**Run 1: where the registers sit**

Scale bar: 50 um.
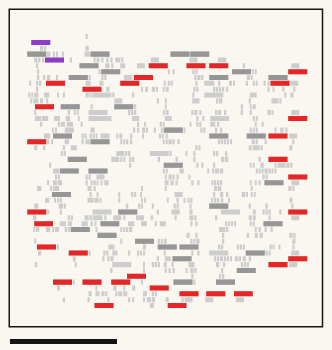
**Run 1: placement by cell class**

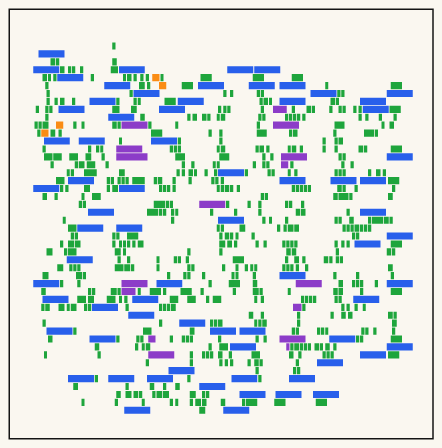
**Run 1: placement density heat map**

14 x 15 tiles, from white (low) to dark blue (high), 0 to 100% covered.
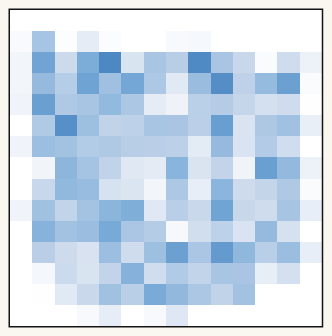
==> config.mk <==
export PLATFORM = sky130hd
export DESIGN_NAME = timer_dev
export DESIGN_NICKNAME = d
export VERILOG_FILES = /design/src/rtl/timer_dev.sv
export SDC_FILE = /design/constraint.sdc
export NUM_CORES = 1
export LEC_CHECK = 0
export ABC_AREA = 1
export CELL_PAD_IN_SITES_DETAIL_PLACEMENT = 0
export CELL_PAD_IN_SITES_GLOBAL_PLACEMENT = 1
export CORE_AREA = 5 5 140 142
export DETAILED_ROUTE_END_ITERATION = 10
export DIE_AREA = 0 0 145 147
export DONT_BUFFER_PORTS = 1
export GPL_ROUTABILITY_DRIVEN = 0
export PLACE_DENSITY_LB_ADDON = 0.1
export SLEW_MARGIN = 20
export SYNTH_ARGS = -nofsm -noshare
export SYNTH_HDL_FRONTEND = slang
export SYNTH_SLANG_ARGS = --single-unit
==> constraint.sdc <==
create_clock -name Clock -period 4.5 [get_ports Clock]
set_input_delay 0.675 -clock Clock [delete_from_list [all_inputs] [get_ports Clock]]
set_output_delay 0.675 -clock Clock [all_outputs]
set_load 0.005 [all_outputs]
==> src/rtl/timer_dev.sv <==
// timer_dev: programmable 32-bit countdown timer with maskable level interrupt.
// Optional prescaler is built when TIMER_PRESCALE_EN is defined.
// Ports:
//   Clock          system clock, rising edge
//   Reset          asynchronous active-low reset
//   Addr[3:2]      word select: 0 CTRL, 1 PRESET, 2 COUNT, 3 PSC
//   WE             write strobe for the selected register
//   DIn[31:0]      write data
//   DOut[31:0]     combinational read data of the selected register
//   IRQ            interrupt request, irq_pend & IM
module timer_dev (
  input  logic        Clock,
  input  logic        Reset,
  input  logic [3:2]  Addr,
  input  logic        WE,
  input  logic [31:0] DIn,
  output logic [31:0] DOut,
  output logic        IRQ
);

  localparam int unsigned DATA_W = 32;
`ifdef TIMER_PRESCALE_EN
  localparam int unsigned PSC_W  = 8;
`endif

  typedef enum logic [1:0] {IDLE, LOAD, CNT, INT} state_t;

  state_t              state_q, state_d;
  logic                enable_q, enable_d;
  logic [1:0]          mode_q, mode_d;
  logic                im_q, im_d;
  logic [DATA_W-1:0]   preset_q, preset_d;
  logic [DATA_W-1:0]   count_q, count_d;
  logic                irq_pend_q, irq_pend_d;
  logic                irq_set, irq_clr_fsm, bus_clr, step_ok;
`ifdef TIMER_PRESCALE_EN
  logic [PSC_W-1:0]    psc_q, psc_d;
  logic [PSC_W-1:0]    tick_q, tick_d;
`endif

  // State and register file
  always_ff @(posedge Clock or negedge Reset) begin
    if (!Reset) begin
      state_q    <= IDLE;
      enable_q   <= 1'b0;
      mode_q     <= 2'b00;
      im_q       <= 1'b0;
      preset_q   <= '0;
      count_q    <= '0;
      irq_pend_q <= 1'b0;
`ifdef TIMER_PRESCALE_EN
      psc_q      <= '0;
      tick_q     <= '0;
`endif
    end else begin
      state_q    <= state_d;
      enable_q   <= enable_d;
      mode_q     <= mode_d;
      im_q       <= im_d;
      preset_q   <= preset_d;
      count_q    <= count_d;
      irq_pend_q <= irq_pend_d;
`ifdef TIMER_PRESCALE_EN
      psc_q      <= psc_d;
      tick_q     <= tick_d;
`endif
    end
  end

  // Next-state: FSM first, then bus writes override CTRL/PRESET/PSC
  always_comb begin
    state_d     = state_q;
    enable_d    = enable_q;
    mode_d      = mode_q;
    im_d        = im_q;
    preset_d    = preset_q;
    count_d     = count_q;
    irq_set     = 1'b0;
    irq_clr_fsm = 1'b0;
    bus_clr     = 1'b0;
`ifdef TIMER_PRESCALE_EN
    psc_d       = psc_q;
    tick_d      = tick_q;
    step_ok     = (tick_q == psc_q);
`else
    step_ok     = 1'b1;
`endif

    case (state_q)
      IDLE: begin
        if (enable_q) state_d = LOAD;
      end
      LOAD: begin
        count_d = preset_q;
        state_d = CNT;
`ifdef TIMER_PRESCALE_EN
        tick_d  = '0;
`endif
      end
      CNT: begin
        if (!enable_q) begin
          state_d = IDLE;
        end else if (step_ok) begin
`ifdef TIMER_PRESCALE_EN
          tick_d = '0;
`endif
          // COUNT of 0 or 1 both terminate; the counter never wraps
          if (count_q > DATA_W'(1)) begin
            count_d = count_q - DATA_W'(1);
          end else begin
            count_d = '0;
            state_d = INT;
            irq_set = 1'b1;
          end
        end else begin
`ifdef TIMER_PRESCALE_EN
          tick_d = tick_q + PSC_W'(1);
`endif
        end
      end
      INT: begin
        if (mode_q == 2'b01) begin
          irq_clr_fsm = 1'b1;
          state_d     = enable_q ? LOAD : IDLE;
        end else begin
          enable_d = 1'b0;
          state_d  = IDLE;
        end
      end
      default: state_d = IDLE;
    endcase

    if (WE) begin
      case (Addr)
        2'd0: begin
          enable_d = DIn[0];
          mode_d   = DIn[2:1];
          im_d     = DIn[3];
          bus_clr  = 1'b1;
        end
        2'd1: begin
          preset_d = DIn;
          bus_clr  = 1'b1;
        end
`ifdef TIMER_PRESCALE_EN
        2'd3: psc_d = DIn[PSC_W-1:0];
`endif
        default: ;
      endcase
    end

    // Bus clear beats an FSM set on the same edge
    if (bus_clr)          irq_pend_d = 1'b0;
    else if (irq_set)     irq_pend_d = 1'b1;
    else if (irq_clr_fsm) irq_pend_d = 1'b0;
    else                  irq_pend_d = irq_pend_q;
  end

  // Read mux
  always_comb begin
    DOut = '0;
    case (Addr)
      2'd0: DOut = {28'b0, im_q, mode_q, enable_q};
      2'd1: DOut = preset_q;
      2'd2: DOut = count_q;
`ifdef TIMER_PRESCALE_EN
      2'd3: DOut = DATA_W'(psc_q);
`endif
      default: DOut = '0;
    endcase
  end

  assign IRQ = irq_pend_q & im_q;

endmodule

==> run notes, run 1 <==
Figures from the implementation reports.

- The tool warning count for the run is 27.
- The later pin in the worst-skew pair is clocked with a latency of 0.34 ns.
- The most common cell in the netlist is nand2_1.
- The total I/O pin count reads about 70.
- The initial antenna violation count reads 0.
- The via count of the first global-routing pass is ~4200.
- The run finished with clean final reports.
- The die is approximately 150 um wide.
- The global routing report lists combined usage of all routing layers as 0.141.
- The remaining global-route overflow is 0.
- The floorplan step set the die height to about 150 um.
- The number of antenna diodes in the final layout is 0.
- The detailed-route vias per instance reads ~4.5.
- The fraction of the yosys area taken by sequential cells reads 0.398.
- The number of cells on the worst reg-to-reg path is 7.
- The post-synth design cell area is approximately 0.0045 sq mm.
- The worst-case clock buffer depth is 2.
- The data required time at the worst endpoint reads roughly 3.8 ns.
- STA reports the tightest min-delay check as being of type input port to asynchronous set/reset pin.
- The commonest register cell after synthesis is dfrtp_1.
- Looking at the reg2reg group, the worst path ends at count_q[19].
- The layout overhead on the synthesized area is 12.0%.
- The number of buffers inserted to repair setup after CTS is 0.
- The chip area line in the Yosys stat output reads around 0.0045 sq mm.
- STA puts the critical path data arrival time at approximately 1.7 ns.
- The fill cell instance count of the final layout is around 2100.
- The clock sink count reads a little over 70.
- The number of buffers added to fix hold violations after cts is 0.
- The floorplan row count is approximately 50.
- The critical path is of the input port to output pin type.
- For this design, Yosys synthesis ends with a cell count of 647.
- The count of TritonRoute iterations in the first routing pass reads 5.
- The static power due to leakage is around 2.5 nW.
- The post-synth net total is around 700.
- After floorplanning, the die was sized to cover between 0.02 and 0.025 sq mm.
- The share of the cycle needed by the critical path after routing is 0.527.
- The reg-to-reg setup timing slack reads ~2.2 ns.
- The register cell area after layout is ~0.0018 sq mm.
- The register bit total from synthesis is 71.
- The commonest cells after synthesis are nand2_1 (248), inv_1 (77), dfrtp_1 (71).
- The cell area power density is 634 mW/mm^2.
- The final route contains 3997 vias.
- The routed wire length is ~15000 um.
- Per the TritonCTS log, the buffer count is 9.
- Setup repair after global routing left no endpoint under its margin.
- The number of warnings printed during yosys synthesis reads 0.
- Per the post-route antenna check, the number of violating nets is 0.
- The pin slew with the least headroom to its limit reads 0.979 ns.
- The final count of hold timing violations is 0.
- The post-synthesis instance total reads approximately 650.
- The endpoint of the most critical setup path reads DOut[0].
- The layout cell share with drive strength beyond 1 reads 0.0960.
- The post-CTS resize count reads 0.
- The startpoint of the worst register-to-register path is state_q[0].
- TritonCTS built the clock tree.
- The DRC violations left is 0.
- The clock root buffer master reads clkbuf_16.
- The overall power reads between 3 and 4 mW.
- The multi-input logic area is 0.00229 sq mm.
- The share of synthesized area in the top cell type comes to 0.398.
- The clock edge transition at the registers on the reported setup and hold paths reads approximately 0.06 ns.
- The reported max-cap violation count is 0.
- The quantity of I/O buffers inserted on ports reads 0.
- The final layout reports a setup TNS of 0 ns.
- The critical path capture point type is an output pin.
- The time the worst path needs with I/O delays and setup reads ~2.4 ns.
- The placeable core region is 0.0183 sq mm.
- The largest area contributor in the synthesized netlist reads dfrtp_1.
- The number of DRC markers in iteration 0 is ~240.
- The fraction of registers with async set or reset after synthesis reads 1.00.
- Between clock sinks in the finished design, the worst skew comes to ~0.0074 ns.
- The biggest fanout along the worst timing path reads 19.
- The highest achievable clock rate is between 400 and 500 MHz.
- Per STA, the startpoint of the critical path is Addr[2].
- The worst setup path is launched from an input port.
- The detailed-placement wirelength estimate reads approximately 11000 um.
- The worst slew margin relative to its limit is 0.345.
- The number of nets at the end of the flow is between 600 and 700.
- In this run the number of H-tree levels came out at 3.
- The average detailed-routed wire length per instance is about 17 um.
- Entering global routing, the biggest net connects 72 pins.
-- 'where the registers sit' (at the start) --
purple -> `mode_q`  # flops 2
red -> `preset_q`  # flops 32, where spread over the die

-- 'placement by cell class' (at the start) --
green -> combinational and other logic  # cells 555, share of their area 55%
blue -> flops  # cells 71, share of their area 38%
orange -> other buffers and delay cells  # cells 4, share of their area 0.64%
purple -> clock drivers and dummy loads  # cells 16, share of their area 6.6%

-- 'placement density heat map' (at the start) --
emptiest ninth of the die = upper right
fullest tile = 64%
mean over tiles = 22%
nearly empty tiles = 22%
core occupancy in the finished layout: 0.273
FP Core Util: 0.244

-- run 1: placed cells by master, fill, tap and decap left out, types with 2 or more instances in the layout --
cell type,synthesis,layout
a21oi_1,11,11
nor2_1,70,70
clkbuf_8,0,2
nor2_4,6,6
o21ai_1,5,5
nand4_1,2,2
nand2_4,2,2
nand2_1,248,247
dfrtp_1,71,71
nor2_2,5,5
nand3_2,6,6
o21ai_0,40,40
inv_2,3,3
xor2_1,12,12
clkinvlp_4,0,2
clkbuf_16,0,9
buf_4,1,4
o221ai_1,4,4
nand2_2,3,4
inv_1,77,77
mux2_2,17,17
o22ai_1,20,20
ha_1,2,2
nand3_1,19,19
-- run 1: critical path, stage by stage --
cell and delay [ns]:
inv_1 0.03, nor2_2 0.07, buf_4 0.28, inv_1 0.32, o221ai_1 0.32
-- run 1: metrics by stage --
| step | instances | instance area (sq um) | setup slack [ns] | hold slack, ns |
|---|---|---|---|---|
| final | 880 | 5000 | 2.13 | 0.0247 |
| after global routing | 880 | 5000 | 1.92 | 0.0107 |
| after CTS | 880 | 5000 | 2.02 | 0.00836 |
| after detailed placement | 864 | 4690 | 2.06 | 0.383 |
| after global placement | 864 | 4690 | 2.05 | 0.383 |
| after floorplan | 647 | 4460 | 2.39 | 0.379 |
-- run 1: kinds of logic (layout without fill, tap and decap cells) --
logic type / after synthesis / count (layout) / share of synthesized area
compound gates: 82 / 82 / 0.102
simple gates: 361 / 361 / 0.336
flops: 71 / 71 / 0.398
xor+xnor: 13 / 13 / 0.0255
fa+ha+maj: 2 / 2 / 0.00560
mux: 17 / 17 / 0.0429
buf+inv: 101 / 100 / 0.0897
-- run 1: worst min-delay path by stage --
stage | slack [ns] | to | startpoint
2_1_floorplan | 0.38 | count_q[0] | Reset
6_report | 0.02 | preset_q[19] | Reset
3_5_place_dp | 0.38 | preset_q[19] | Reset
4_1_cts | 0.008 | preset_q[19] | Reset
5_1_grt | 0.01 | preset_q[19] | Reset
3_3_place_gp | 0.38 | preset_q[17] | Reset
-- run 1: registers in the layout, summed over array words and instances, names as in the netlist --
register and flops:
mode_q 2, irq_pend_q 1, count_q 32, preset_q 32, enable_q 1, im_q 1
state_q 2
-- run 1: final cells by class --
cell class	count	share of cell area
tap	234	0.0586
inverter	80	0.0601
clock buffer	12	0.0513
timing repair buffer	4	0.00601
sequential	71	0.355
multi-input combinational	475	0.458
clock inverter	4	0.0108
-- run 1: routing by layer --
metal | vias up | wire, um | global-route usage
li1 | 2014 | - | -
met1 | 1905 | 7140 | 0.186
met2 | 64 | 6970 | 0.233
met3 | 14 | 525 | 0.0281
met4 | 0 | 202 | 0.0457
met5 | - | 0 | 0
-- run 1: where the power goes --
| group | switching (mW) | internal (mW) |
|---|---|---|
| combinational | 0.892 | 0.430 |
| sequential | 0.244 | 0.842 |
| clock | 0.301 | 0.461 |
**Run 1: M3 wires**

Scale bar: 50 um.
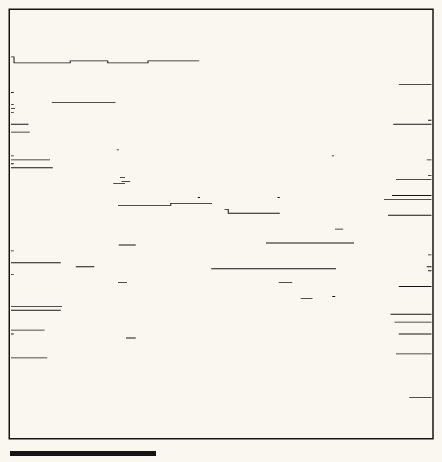

==> run 2, diff against run 1 <==
==> constraint.sdc (replaced) <==
create_clock -name Clock -period 2.1 [get_ports Clock]
set_input_delay 0.315 -clock Clock [delete_from_list [all_inputs] [get_ports Clock]]
set_output_delay 0.315 -clock Clock [all_outputs]
set_load 0.005 [all_outputs]
**Run 2: M3 wires**

Scale bar: 50 um.
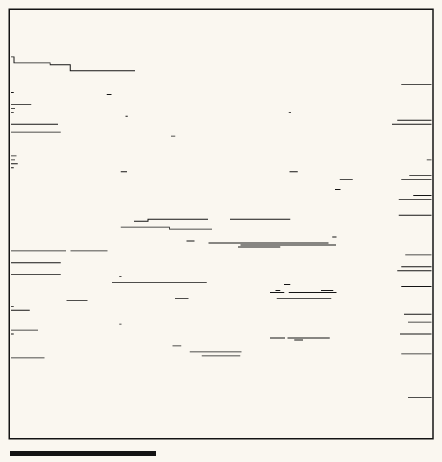
share of all routed wire = 4.5%
nets with wire on the layer = 54
wire length on this layer = 680 um
main direction = horizontal

==> run notes, run 2 <==
Figures from the implementation reports.

- The worst-case clock buffer depth reads 2.
- The number of H-tree levels is 3.
- The registers reported with the highest flop counts are count_q (32), preset_q (32).
- The type of element launching the critical path is a flip-flop.
- The highest achievable clock rate is 540 MHz.
- On the critical path the largest part of the delay comes from simple AND/OR/NAND/NOR gates.
- For this run, the share of the core covered by cells in the final layout is 0.287.
- Data on the critical path is required at its endpoint by between 2 and 2.5 ns.
- The routed layout has between 4000 and 5000 vias.
- The detailed-route vias per instance reads 4.61.
- The area figure in the yosys stat output reads 0.00446 sq mm.
- The total I/O pin count is ~70.
- The data arrival time of the worst path is 2.08 ns.
- The register cell area after layout reads between 0.0015 and 0.002 sq mm.
- Summed over all layers, the global routing overflow is 0.
- The layout cell share with drive strength beyond 1 is 0.136.
- The cell area power density is roughly 1300 mW/mm^2.
- The starting density of the core is 0.244.
- The number of cells in the yosys synthesis report reads approximately 650.
- The layout overhead on the synthesized area is 17.9%.
- The startpoint of the tightest hold check path is WE.
- Walking the worst path, the cells encountered are inv_1 -> ha_1 -> nand2_2 -> nor2_4 -> nand2_1 -> inv_1 -> nand3_1 -> nand3_1 -> nand2_1 -> nand2_1 -> nand2_1.
- The flow ran to the end, and the final reports show no timing, DRC or antenna violations.
- The number of buffers inserted to repair setup after CTS is 0.
- The post-synth net total reads 686.
- The initial antenna violation count was 0.
- The routed wire length reads 15200 um.
- The pre-CTS worst setup slack is 0.148 ns.
- The clock edge transition at the registers on the reported setup and hold paths is around 0.060 ns.
- The DRC violations left reads 0.
- The largest stage delay on the critical path is 0.41 ns.
- The multi-input logic area is between 0.002 and 0.0025 sq mm.
- The number of buffers added by the clock tree synthesis step is 9.
- Counting flops with an async set or reset pin after synthesis yields a share of 1.00.
- In this run the critical register-to-register path is launched from count_q[0].
- The run reported a max-capacitance violation count of 0.
- After layout, the worst setup slack is 0.249 ns.
- For the worst-skew pair, the clock arrives at the later sink with an insertion delay of approximately 0.34 ns.
- The critical path capture point type is a flip-flop.
- The biggest area contributor in the post-synthesis netlist is dfrtp_1.
- The worst slew margin relative to its limit is 0.625.
- The biggest fanout along the worst timing path is 6.
- For this run, the register share of the synthesized area comes to 0.398.
- The reg-to-reg critical path endpoint reads count_q[24].
- Leaving out fill and tap cells, the most frequent cells in the layout are nand2_1 (247), inv_1 (77), dfrtp_1 (71).
- The first detailed-routing pass ran for 5 iterations.
- The post-synth design cell area reads 0.00446 sq mm.
- The floorplan row count is 50.
- The vertical die dimension is approximately 150 um.
- The pin count of the biggest net entering global routing reads between 70 and 80.
**Run 2: where the registers sit**

Scale bar: 50 um.
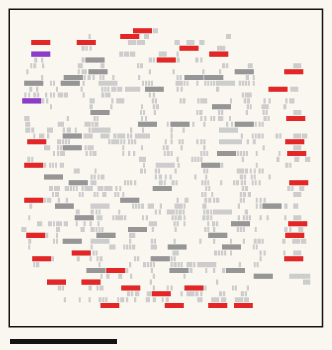
purple -> `mode_q`  # flops 2
red -> `preset_q`  # flops 32, where spread over the die
not coloured = 37

run 2: cell counts after synthesis:
No cell type changed its count.
run 2: power by group:
| group | internal, mW | switching (mW) |
|---|---|---|
| clock network | 0.907 | 0.633 |
| logic | 1.10 | 2.02 |
| registers | 1.80 | 0.510 |
| total | 3.81 | 3.17 |
run 2: how the worst max path moves through the flow:
stage             endpoint  slack (ns)  cells after the start
6_report       count_q[24]        0.25                     11
4_1_cts        count_q[30]        0.14                     11
5_1_grt        count_q[22]        0.07                     11
2_1_floorplan  count_q[30]        0.54                     11
3_3_place_gp   count_q[30]        0.19                     11
3_5_place_dp   count_q[30]        0.15                     11
run 2: area by class of cell:
class,count,area share
Multi-Input combinational cell,475,0.436
Sequential cell,71,0.338
Timing Repair Buffer,36,0.0604
Inverter,80,0.0571
Tap cell,234,0.0556
Clock buffer,10,0.0435
Clock inverter,5,0.00951
run 2: kinds of logic after synthesis:
group	after synthesis	share of synthesized area
AOI/OAI and AO/OA	82	0.102
buffers and inverters	101	0.0897
DFF	71	0.398
muxes	17	0.0429
adders and majority gates	2	0.00560
xor gates and xnor gates	13	0.0255
and+or+nand+nor	361	0.336
run 2: routing by layer:
| layer | GRT usage | vias to the layer above | wire length [um] |
|---|---|---|---|
| li1 | - | 2077 | - |
| met1 | 0.187 | 2010 | 6880 |
| met2 | 0.243 | 90 | 7330 |
| met3 | 0.0287 | 22 | 680 |
| met4 | 0.0537 | 0 | 329 |
| met5 | 0 | - | 0 |
run 2: repair_timing:
action / in CTS / in global routing
hold buffers: 2 / 0
endpoints found under the setup margin: 0 / 1
resized: 0 / 1
endpoints found under the hold margin: 71 / 0
run 2: metrics by stage:
stage,cell area (sq um),instances
after floorplan,4460,647
after global placement,4940,894
after detailed placement,4940,894
after CTS,5260,911
after global routing,5260,911
final,5260,911
Power figures rest on the tool's default switching activity, not on a simulated workload.
